## config.mk

```make
export PLATFORM = sky130hd
export DESIGN_NAME = fetch_sequencer
export DESIGN_NICKNAME = d
export VERILOG_FILES = /design/src/rtl/fetch_sequencer.sv
export SDC_FILE = /design/constraint.sdc
export NUM_CORES = 1
export LEC_CHECK = 0
export CAP_MARGIN = 0
export CORE_MARGIN = 2
export CORE_UTILIZATION = 45
export DETAILED_ROUTE_END_ITERATION = 6
export PLACE_DENSITY = 0.76
export SYNTH_ARGS = -nofsm -noshare
export SYNTH_HDL_FRONTEND = slang
export SYNTH_SLANG_ARGS = --single-unit
```

## constraint.sdc

```tcl
create_clock -name clock -period 3.5 [get_ports clock]
set_clock_uncertainty 0.15 [all_clocks]
set_input_delay 0.7 -clock clock [delete_from_list [all_inputs] [get_ports clock]]
set_output_delay 0.7 -clock clock [all_outputs]
set_load 0.1 [all_outputs]
```

## src/rtl/fetch_sequencer.sv

```systemverilog
// Instruction-fetch / PC sequencer: fetches words over req/ready, resolves Bcond/Jcond locally
// against the ALU flags and issues every other instruction to the datapath over valid/done.
module fetch_sequencer #(
    parameter int unsigned       ADDR_W   = 16,
    parameter logic [ADDR_W-1:0] RESET_PC = '0
) (
    input  logic              clock,
    input  logic              reset,
    input  logic              run,
    output logic              imem_req,
    output logic [ADDR_W-1:0] imem_addr,
    input  logic              imem_ready,
    input  logic [15:0]       imem_rdata,
    input  logic [4:0]        flags,
    output logic [3:0]        jreg_sel,
    input  logic [ADDR_W-1:0] jreg_data,
    output logic [15:0]       ex_instr,
    output logic              ex_valid,
    input  logic              ex_done,
    output logic [ADDR_W-1:0] pc
);

    typedef enum logic [1:0] {StIdle, StFetch, StDecode, StExec} state_e;

    localparam logic [15:0]       NopInstr = 16'h0020;
    localparam logic [ADDR_W-1:0] PcOne    = ADDR_W'(1);

    state_e            state_q, state_d;
    logic [ADDR_W-1:0] pc_q, pc_d;
    logic [15:0]       ir_q, ir_d;

    logic              is_bcond, is_jcond, cond_taken;
    logic [ADDR_W-1:0] pc_inc, pc_rel;

    // flags layout: bit4 N, bit3 Z, bit2 F, bit1 L, bit0 C
    function automatic logic cond_eval(input logic [3:0] cc, input logic [4:0] f);
        logic z, c, l, n, fl;
        z  = f[3];
        c  = f[0];
        l  = f[1];
        n  = f[4];
        fl = f[2];
        case (cc)
            4'd0:    cond_eval = z;
            4'd1:    cond_eval = !z;
            4'd2:    cond_eval = c;
            4'd3:    cond_eval = !c;
            4'd4:    cond_eval = l;
            4'd5:    cond_eval = !l;
            4'd6:    cond_eval = n;
            4'd7:    cond_eval = !n;
            4'd8:    cond_eval = fl;
            4'd9:    cond_eval = !fl;
            4'd10:   cond_eval = !z && !l;
            4'd11:   cond_eval = z || l;
            4'd12:   cond_eval = !n && !c;
            4'd13:   cond_eval = n || c;
            4'd14:   cond_eval = 1'b1;
            default: cond_eval = 1'b0;
        endcase
    endfunction

    assign is_bcond   = (ir_q[15:12] == 4'hC);
    assign is_jcond   = (ir_q[15:12] == 4'h4) && (ir_q[7:4] == 4'hC);
    assign cond_taken = cond_eval(ir_q[11:8], flags);
    assign pc_inc     = pc_q + PcOne;
    assign pc_rel     = pc_q + {{(ADDR_W-8){ir_q[7]}}, ir_q[7:0]};

    always_comb begin
        state_d = state_q;
        pc_d    = pc_q;
        ir_d    = ir_q;
        unique case (state_q)
            StIdle: begin
                if (run) state_d = StFetch;
            end
            StFetch: begin
                if (imem_ready) begin
                    ir_d    = imem_rdata;
                    state_d = StDecode;
                end
            end
            StDecode: begin
                if (is_bcond || is_jcond) begin
                    if (!cond_taken) pc_d = pc_inc;
                    else if (is_bcond) pc_d = pc_rel;
                    else pc_d = jreg_data;
                    state_d = run ? StFetch : StIdle;
                end else begin
                    state_d = StExec;
                end
            end
            StExec: begin
                if (ex_done) begin
                    pc_d    = pc_inc;
                    state_d = run ? StFetch : StIdle;
                end
            end
        endcase
    end

    always_ff @(posedge clock) begin
        if (reset) begin
            state_q <= StIdle;
            pc_q    <= RESET_PC;
            ir_q    <= NopInstr;
        end else begin
            state_q <= state_d;
            pc_q    <= pc_d;
            ir_q    <= ir_d;
        end
    end

    assign imem_req  = (state_q == StFetch);
    assign imem_addr = pc_q;
    assign ex_valid  = (state_q == StExec);
    assign ex_instr  = ir_q;
    assign jreg_sel  = ir_q[3:0];
    assign pc        = pc_q;

endmodule

```

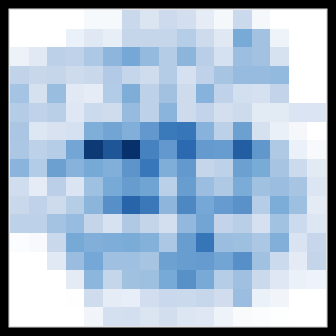
(run_1/route_heat.png)
17 x 17 tiles, from white (low) to dark blue (high), scaled to the fullest tile. Values are wire area over tile area, all layers added.
16% of the tiles are over half the peak. 14% of the tiles are nearly empty. The fullest tile reaches 0.67. The densest ninth of the die: centre. The mean over all tiles is 0.19.
routed len/inst: 15.65 um
GRT Util Overall: 23.71%
Vias: 3409
Routed Wire Length: 8.965 mm

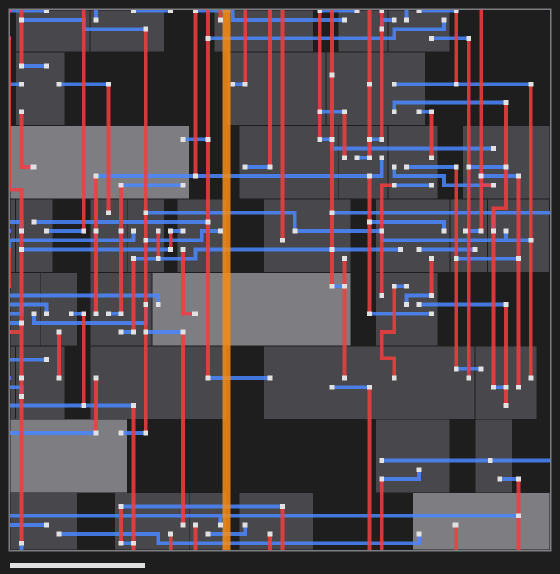
(run_1/closeup.png)
The bar under the picture is 5 um long. Window x 55 to 75, y 55 to 75 um. Cells in grey, sequential cells in the stronger grey; small squares are vias.
M2: marked red. M1: marked blue. M4: marked orange.
37 logic cells have their middle in the window. Sequential cells in the window: 4. Most frequent: nand2_1 (6), dfxtp_1 (4), buf_4 (4). Netlist names of flops here include `ex_instr` (3), `imem_addr` (1).

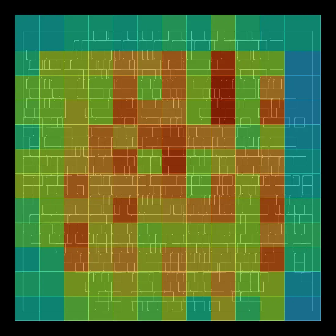
(run_1/congestion_map.png)
met3 Use GR: 2.887%
M2 GR Usage: 39.25%
fin util: 60.53%
Most Crowded Layer GR: met2
met1 Usage GRT: 32.86%

==> run summary, run 1 <==
yosys + openroad results -> leading power group=registers, OpenROAD warnings=26, Yosys cell types=58, number of cells on the critical path=9, # setup viols final=0, Reg2Reg Setup Slack=0.68 ns, max-slew violations=0, Insertion Delay late pin=0.29 ns, fillcell total=608, first-pass GRT wire length=14.31 mm, Comb area share=53.30%, total net switching power=0.4033 mW, signal buffers share of area=23.30%, first drt pass iteration count=5, largest net degree at the start of global routing=29, Clock Path Buffers=2, number of post-CTS setup repair buffers=0, Top cells excl fill/tap=69 x nand2_1, 66 x buf_4, 44 x a21oi_1, CP Launch Type=input port, antenna cells=0, YS chip area=0.003029 mm2, max_cap viols=0, DR WL met2=4.345 mm, P_comb=0.361 mW, crit path time final=2.853 ns, Leading cell kind=combinational gates, Hold Path Origin=ex_instr[14]$_SDFFE_PP0P_, synth warn=0, flops out of synthesis=34, core area=0.006422 mm2, Clock Power Share=28.2%, nets=554, flop count=34, status=complete, no violations, PortBufs=95, met3 wire len=533 um, Non-Clock Inverter Count=11, asr flop ratio synth=0%, row cnt=29, FP Util=47.17%, Post-CTS Resized=0, M1 WL=4.019 mm, DRC Markers=0, Post-Syn Area=0.003029 mm2, crit path capture type=flip-flop, worst r2r src=imem_addr[0]$_SDFFE_PP0P_, reg2reg path depth=9, count of library flops with an enable pin=0, Leakage=1.614 nW, Reg power frac=38.8%, vias in the first global route=3018, internal power=0.6873 mW, ys flop type=dfxtp_1, CTS Buf Count=5, cell breakdown of the critical path=clkdlybuf4s50_1 -> nor3b_1 -> o32ai_2 -> xor2_1 -> a22oi_4 -> and2_1 -> buf_4 -> or4_1 -> a31oi_1, die width=86.05 um, Comb pwr share=33.1%, yosys cell count=422, cycle use final=81.52%, chip area=0.007404 mm2, global placer's final weighted congestion=0.8769, Clock transition at path regs=0.08 ns, DP Wirelength=6.724 mm, sequential share of cell area=17.51%, worst IR drop on VDD=220.0 uV, Worst Hold Path Cells=2, CTS tree=yes, # clk buffers=7, DP Worst Slack=0.3442 ns, Setup crit end=imem_addr[9]$_SDFFE_PP0P_, remaining antenna violation count=0, CP delay by family, top=simple AND/OR/NAND/NOR gates, Multi-input gate area=0.002072 mm2, Repair and plain buffers=107, gr ovfl total=0
-- run 1: tightest hold or removal path: cells and delay by family, from the launching register on --
kind | cells | cell delay (ns)
AOI/OAI and AO/OA | 1 | 0.05
DFF | 1 | 0.34
and+or+nand+nor | 1 | 0.06
-- run 1: registers in the layout (all words and copies together) (netlist names) --
| register | count |
|---|---|
| state_q | 2 |
| ex_instr | 16 |
| imem_addr | 16 |
-- run 1: cell families (layout without fill, tap and decap cells) --
kind of cell               count (synthesis)  in the layout  synth area share (%)
adders and majority gates                 17             17                 7.270
buffers and inverters                     52            126                 9.335
muxes                                      9              9                 2.974
and+or+nand+nor                          170            170                 27.38
xor gates and xnor gates                   9              9                 2.602
AOI/OAI and AO/OA                        131            131                 27.96
DFF                                       34             34                 22.47
-- run 1: cell usage after synthesis, drive strengths merged (6+ instances only) --
cell    instances  area, um2
nand2          71      276.5
a21oi          44      220.2
dfxtp          34      680.7
nor2           29      108.9
o21ai          26      130.1
buf            24      176.4
clkbuf         17      65.06
ha             16      200.2
nand3          13      65.06
inv            11      41.29
mux2i           9      90.09
nand4           9      56.30
a31oi           8      50.05
o32ai           8      77.58
or3             8      50.05
nor3            7      35.03
o21a            7      52.55
a22oi           6      58.81
xor2            6      52.55
-- run 1: per-stage QoR --
step | total power [mW] | instance area, um2 | hold slack, ns | std cells
6_report | 1.091 | 3887 | 0.3547 | 573
3_3_place_gp | 0.7871 | 3796 | 0.3358 | 565
4_1_cts | 1.089 | 3887 | 0.3570 | 573
5_1_grt | 1.135 | 3887 | 0.3792 | 573
2_1_floorplan | 0.6801 | 3029 | 0.3661 | 422
3_5_place_dp | 0.7900 | 3796 | 0.3471 | 565
==> run_1/m1.png <==
The bar under the picture is 20 um long. Cells faint in the background.
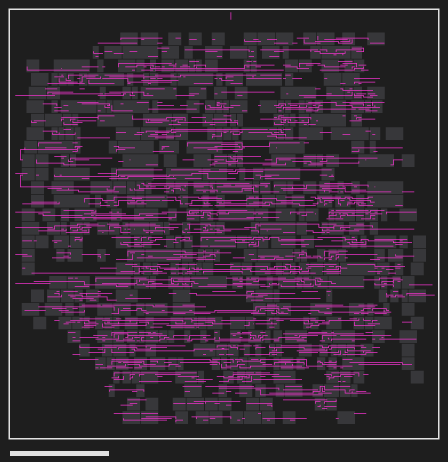

==> inputs of run 2 (changes only) <==
==> constraint.sdc (replaced) <==
create_clock -name clock -period 2.84 [get_ports clock]
set_clock_uncertainty 0.15 [all_clocks]
set_input_delay 0.568 -clock clock [delete_from_list [all_inputs] [get_ports clock]]
set_output_delay 0.568 -clock clock [all_outputs]
set_load 0.1 [all_outputs]
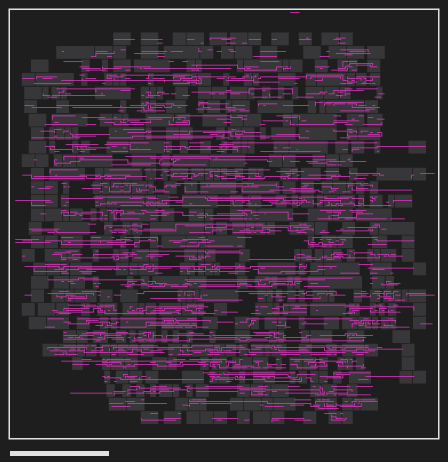
(run_2/m1.png)
The bar under the picture is 20 um long. Cells faint in the background.
The longest straight run is 40.0 um. The wires run mostly horizontal. The layer carries 4240 um of wire. 506 nets have wire on it. The layer holds 44% of the routed length.
Routed Wire Length: 9.554 mm
Vias: 3499

==> run summary, run 2 <==
yosys + openroad results -> status=complete, no violations, first drt pass iteration count=5, max_cap viols=0, remaining antenna violation count=0, CP delay by family, top=simple AND/OR/NAND/NOR gates, GRT Util Overall=25.01%, routed len/inst=16.25 um, Power Clock=0.548 mW, crit path time final=2.728 ns, Leakage=1.729 nW, gr ovfl total=0, Insertion Delay late pin=0.30 ns, met3 Use GR=3.176%, antenna cells=0, M2 GR Usage=41.58%, nets=569, fin util=63.55%, die width=86.05 um, yosys cell count=422, cell breakdown of the critical path=clkdlybuf4s50_1 -> or4b_1 -> o21ai_2 -> o22ai_2 -> a22oi_4 -> buf_4 -> nand2_4 -> or4_1 -> a31oi_1, # setup viols final=0, commonest cells in the netlist=69 x nand2_1, 44 x a21oi_1, 34 x dfxtp_1, 29 x nor2_1, 23 x o21ai_0, max-slew violations=0, Cells after DPL=580, Clock Power Share=35.6%, largest net degree at the start of global routing=29, yosys adder share=7.270%, chip area=0.007404 mm2, yosys xor share=2.602%, synth warn=0, CTS Buf Count=5, OpenROAD warnings=26, Post-Layout Cell Count=588, number of post-CTS setup repair buffers=0, Crit path arrival time=2.79 ns, Sw Share=33.88%, internal power=1.018 mW, leading power group=the clock network, Clock Path Buffers=2, fillcell total=599, P_comb=0.470 mW, register share after synthesis=22.47%, AO/OA Area Share=27.96%, Basic Gates by Area=27.39%, met1 Usage GRT=34.33%, row cnt=29, worst IR drop on VDD=346.8 uV, flops out of synthesis=34, Comb pwr share=30.5%, FP Util=47.17%, Area leader share=22.47%, DRC Markers=0, Yosys cell types=58, RSZ-0062 raised after global routing=false, global placer's final weighted congestion=0.8897, Top cells excl fill/tap=81 x buf_4, 69 x nand2_1, 44 x a21oi_1, MUX area fraction=2.974%, leading area contributor after synthesis=dfxtp_1, Reg power frac=33.9%, Clock transition at path regs=0.08 ns, YS chip area=0.003029 mm2, M1 WL=4.240 mm, Most Crowded Layer GR=met2, asr flop ratio synth=0%, ys flop type=dfxtp_1, DR WL met2=4.534 mm, top comb family, area=AND-OR/OR-AND gates, crit path capture type=flip-flop, total net switching power=0.5217 mW, PortBufs=95, CTS tree=yes, vias in the first global route=3131, Synth area leaders=dfxtp_1 22%, nand2_1 8.6%, a21oi_1 7.3%, count of library flops with an enable pin=0, DP Wirelength=7.152 mm, CP Launch Type=input port, cycle use final=96.05%, Post-Syn Area=0.003029 mm2, Bufs and invs on worst path=2, core area=0.006422 mm2, top-count cell post-synth=nand2_1, met3 wire len=674 um, first-pass GRT wire length=14.92 mm, worst hold slack=0.3452 ns
-- run 2: cell counts after synthesis --
No cell type changed its count.
-- run 2: final cells by class --
class                   count  area, um2  share of cell area (%)
multi-input cells         336       2091                   51.23
repair buffers            122       1018                   24.95
flip-flops and latches     34      696.9                   17.08
well taps                  77      96.34                   2.361
clock buffers               5      68.82                   1.686
clock inverters             3      68.82                   1.686
inverters                  11      41.29                   1.012
-- run 2: through the flow --
stage	worst slack (ns)	setup TNS, ns	cell area (um2)	power [mW]
final	0.1123	0	4081	1.540
after global routing	0.02476	0	4081	1.593
after CTS	0.07376	0	4065	1.538
after detailed placement	-0.1967	-1.307	3928	0.9944
after global placement	-0.1251	-0.6877	3928	0.9881
after floorplan	0.002915	0	3048	0.8398
-- run 2: worst paths after layout --
| check | end | slack [ns] | depth (start not counted) | from |
|---|---|---|---|---|
| setup reg to reg | imem_addr[12]$_SDFFE_PP0P_ | 0.21 | 9 | ex_instr[0]$_SDFFE_PP0P_ |
| hold / removal | ex_instr[0]$_SDFFE_PP0P_ | 0.35 | 2 | ex_instr[0]$_SDFFE_PP0P_ |
| hold reg to reg | ex_instr[0]$_SDFFE_PP0P_ | 0.35 | 2 | ex_instr[0]$_SDFFE_PP0P_ |
| setup / recovery | imem_addr[0]$_SDFFE_PP0P_ | 0.11 | 9 | flags[3] |
-- run 2: logic make-up (layout without fill, tap and decap cells) --
family	after synthesis	after routing
flops	34	34
buf+inv	52	141
compound gates	131	131
fa+ha+maj	17	17
xor+xnor	9	9
mux	9	9
simple gates	170	170
-- run 2: what timing repair did --
action / in CTS / in global routing
endpoints found under the setup margin: 0 / 4
hold buffers: 0 / 0
resized: 0 / 6
==> run_2/closeup.png <==
The bar under the picture is 5 um long. Window x 55 to 75, y 55 to 75 um. Cells in grey, sequential cells in the stronger grey; small squares are vias.
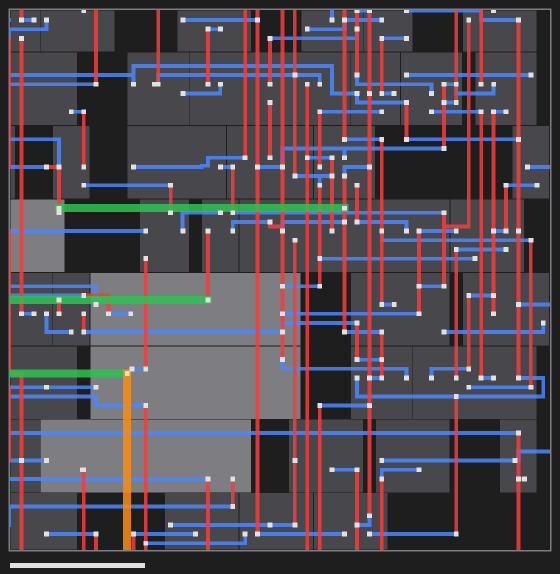

==> inputs of run 3 (changes only) <==
--- a/config.mk
+++ b/config.mk
@@ -13,3 +13,4 @@
 export SYNTH_ARGS = -nofsm -noshare
 export SYNTH_HDL_FRONTEND = slang
 export SYNTH_SLANG_ARGS = --single-unit
+export TNS_END_PERCENT = 10
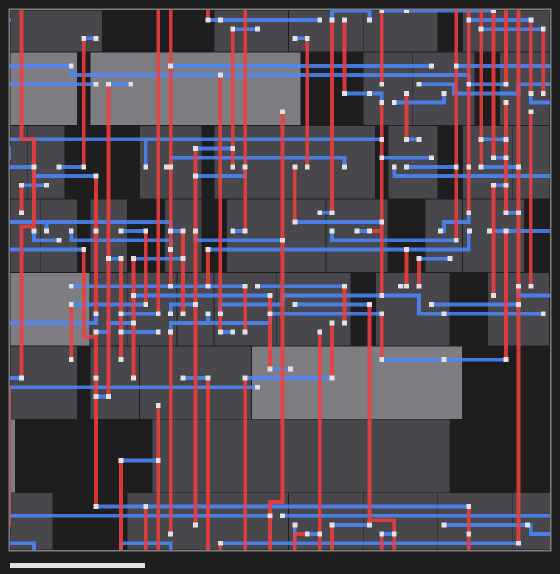
(run_3/closeup.png)
The bar under the picture is 5 um long. Window x 55 to 75, y 55 to 75 um. Cells in grey, sequential cells in the stronger grey; small squares are vias.
M1: marked blue. M2: marked red.
40 logic cells have their middle in the window. Netlist names of flops here include `ex_instr` (2). Sequential cells in the window: 2. Most frequent: nand2_1 (6), buf_4 (6).

==> run summary, run 3 <==
yosys + openroad results -> FP Util=47.17%, TAP cells=77, CTS tree=yes, Routed Wire Length=9.647 mm, antenna violations before repair=0, sequential share of cell area=17.06%, asr flop ratio synth=0%, Flop area=693.2 um2, DP Wirelength=7.233 mm, Cells after DPL=579, # setup viols final=0, count of library flops with an enable pin=0, Final Power=1.534 mW, first drt pass iteration count=5, reg2reg path depth=9, Slew @ Worst Pin=0.5385 ns, Clock Path Buffers=2, Repair and plain buffers=121, crit path from=flags[3], nets=568, Vias=3505, CTS Buf Count=5, Tightest Hold Check Type=flip-flop to flip-flop, DIE HEIGHT=86.05 um, Comb area share=51.28%, worst IR drop on VDD=243.6 uV, number of post-CTS setup repair buffers=0, Post-Layout Cell Count=587, leading area contributor after synthesis=dfxtp_1, Synth area leaders=dfxtp_1 22%, nand2_1 8.6%, a21oi_1 7.3%, Hold Path Origin=ex_instr[0]$_SDFFE_PP0P_, commonest cells in the netlist=69 x nand2_1, 44 x a21oi_1, 34 x dfxtp_1, 29 x nor2_1, 23 x o21ai_0, largest net degree at the start of global routing=29, die width=86.05 um, row cnt=29, OpenROAD warnings=27, Slew headroom=64.02%, Multi-input gate area=0.002083 mm2, core area=0.006422 mm2, CP Launch Type=input port, register share after synthesis=22.47%, max-slew violations=0, worst hold slack=0.3376 ns, CTS Hold Bufs=0, remaining antenna violation count=0, status=complete, no violations, CP delay by family, top=simple AND/OR/NAND/NOR gates, Leading cell kind=combinational gates, ys flop type=dfxtp_1, YS chip area=0.003029 mm2, crit path time final=2.734 ns, yosys cell count=422, signal buffers share of area=24.88%, top-count cell post-synth=nand2_1, number of cells on the critical path=9, routed len/inst=16.43 um, Post-CTS Resized=0, #MultiIn Comb=336, worst r2r src=imem_addr[0]$_SDFFE_PP0P_, cycle use final=96.27%, gr ovfl total=0, Clock buf/inv share=3.388%, Crit path arrival time=2.81 ns, Placed Area=0.003916 mm2, DP Worst Slack=-0.2422 ns, vias in the first global route=3176, antenna cells=0, Yosys cell types=58, Clock transition at path regs=0.08 ns, Insertion Delay late pin=0.30 ns, Leakage=1.718 nW, first-pass GRT wire length=15.37 mm, crit path DRT=2.91 ns, Bufs and invs on worst path=2, crit path capture type=flip-flop, cell area after layout=0.004063 mm2, DRC Markers=0, # clk buffers=5, Top cells excl fill/tap=80 x buf_4, 69 x nand2_1, 44 x a21oi_1, chip area=0.007404 mm2, Non-Clock Inverter Count=11, synth warn=0, flop count=34, max_cap viols=0, instance tally after logic synthesis=422, cell breakdown of the critical path=clkdlybuf4s50_1 -> or4b_1 -> o21ai_1 -> o22ai_1 -> a22oi_4 -> buf_4 -> nand2_4 -> or4_1 -> a31oi_1, PortBufs=95, Area leader share=22.47%, Final WS setup=0.1059 ns, RSZ-0062 raised after global routing=false
## run 3: netlist changes by cell type in the layout (fill, tap and decap cells not counted), sizes merged
cell / previous run / this run
buf: 81 / 80
## run 3: metal layers
metal	GRT usage (%)	routed length (um)
met1	34.10	4247
met2	43.48	4640
met3	3.946	598
met4	6.061	161
met5	0	0
## run 3: power breakdown
group	switching (mW)	internal, mW
registers	0.0299	0.493
clock network	0.199	0.352
logic	0.294	0.167
## run 3: worst reg2reg max path, cell delays in order, from the launching register on
cell and delay, ns:
dfxtp_2 0.35, ha_1 0.25, fa_1 0.41, a211oi_1 0.30
nor2_1 0.10, o21a_1 0.20, o311ai_1 0.30, nand2_1 0.11
xnor2_1 0.15, a311oi_1 0.25
## run 3: path summary, 6_finish.rpt
check	to	slack, ns
max reg2reg	imem_addr[12]$_SDFFE_PP0P_	0.19
min	ex_instr[0]$_SDFFE_PP0P_	0.34
max	imem_addr[0]$_SDFFE_PP0P_	0.11
min reg2reg	ex_instr[0]$_SDFFE_PP0P_	0.34
## run 3: metrics by stage
| stage | TNS (ns) | util, % |
|---|---|---|
| 3_5_place_dp | -2.432 | 60.98 |
| 2_1_floorplan | -0.2028 | - |
| 3_3_place_gp | -0.7343 | 60.98 |
| 5_1_grt | 0 | 63.26 |
| 6_report | 0 | 63.26 |
| 4_1_cts | 0 | 63.12 |
## run 3: cells by family after synthesis
kind of cell | Yosys count | share of synthesized area (%)
AOI/OAI and AO/OA | 131 | 27.96
xor gates and xnor gates | 9 | 2.602
adders and majority gates | 17 | 7.270
buffers and inverters | 52 | 9.335
DFF | 34 | 22.47
muxes | 9 | 2.974
and+or+nand+nor | 170 | 27.38
Power and IR drop assume default switching activity.
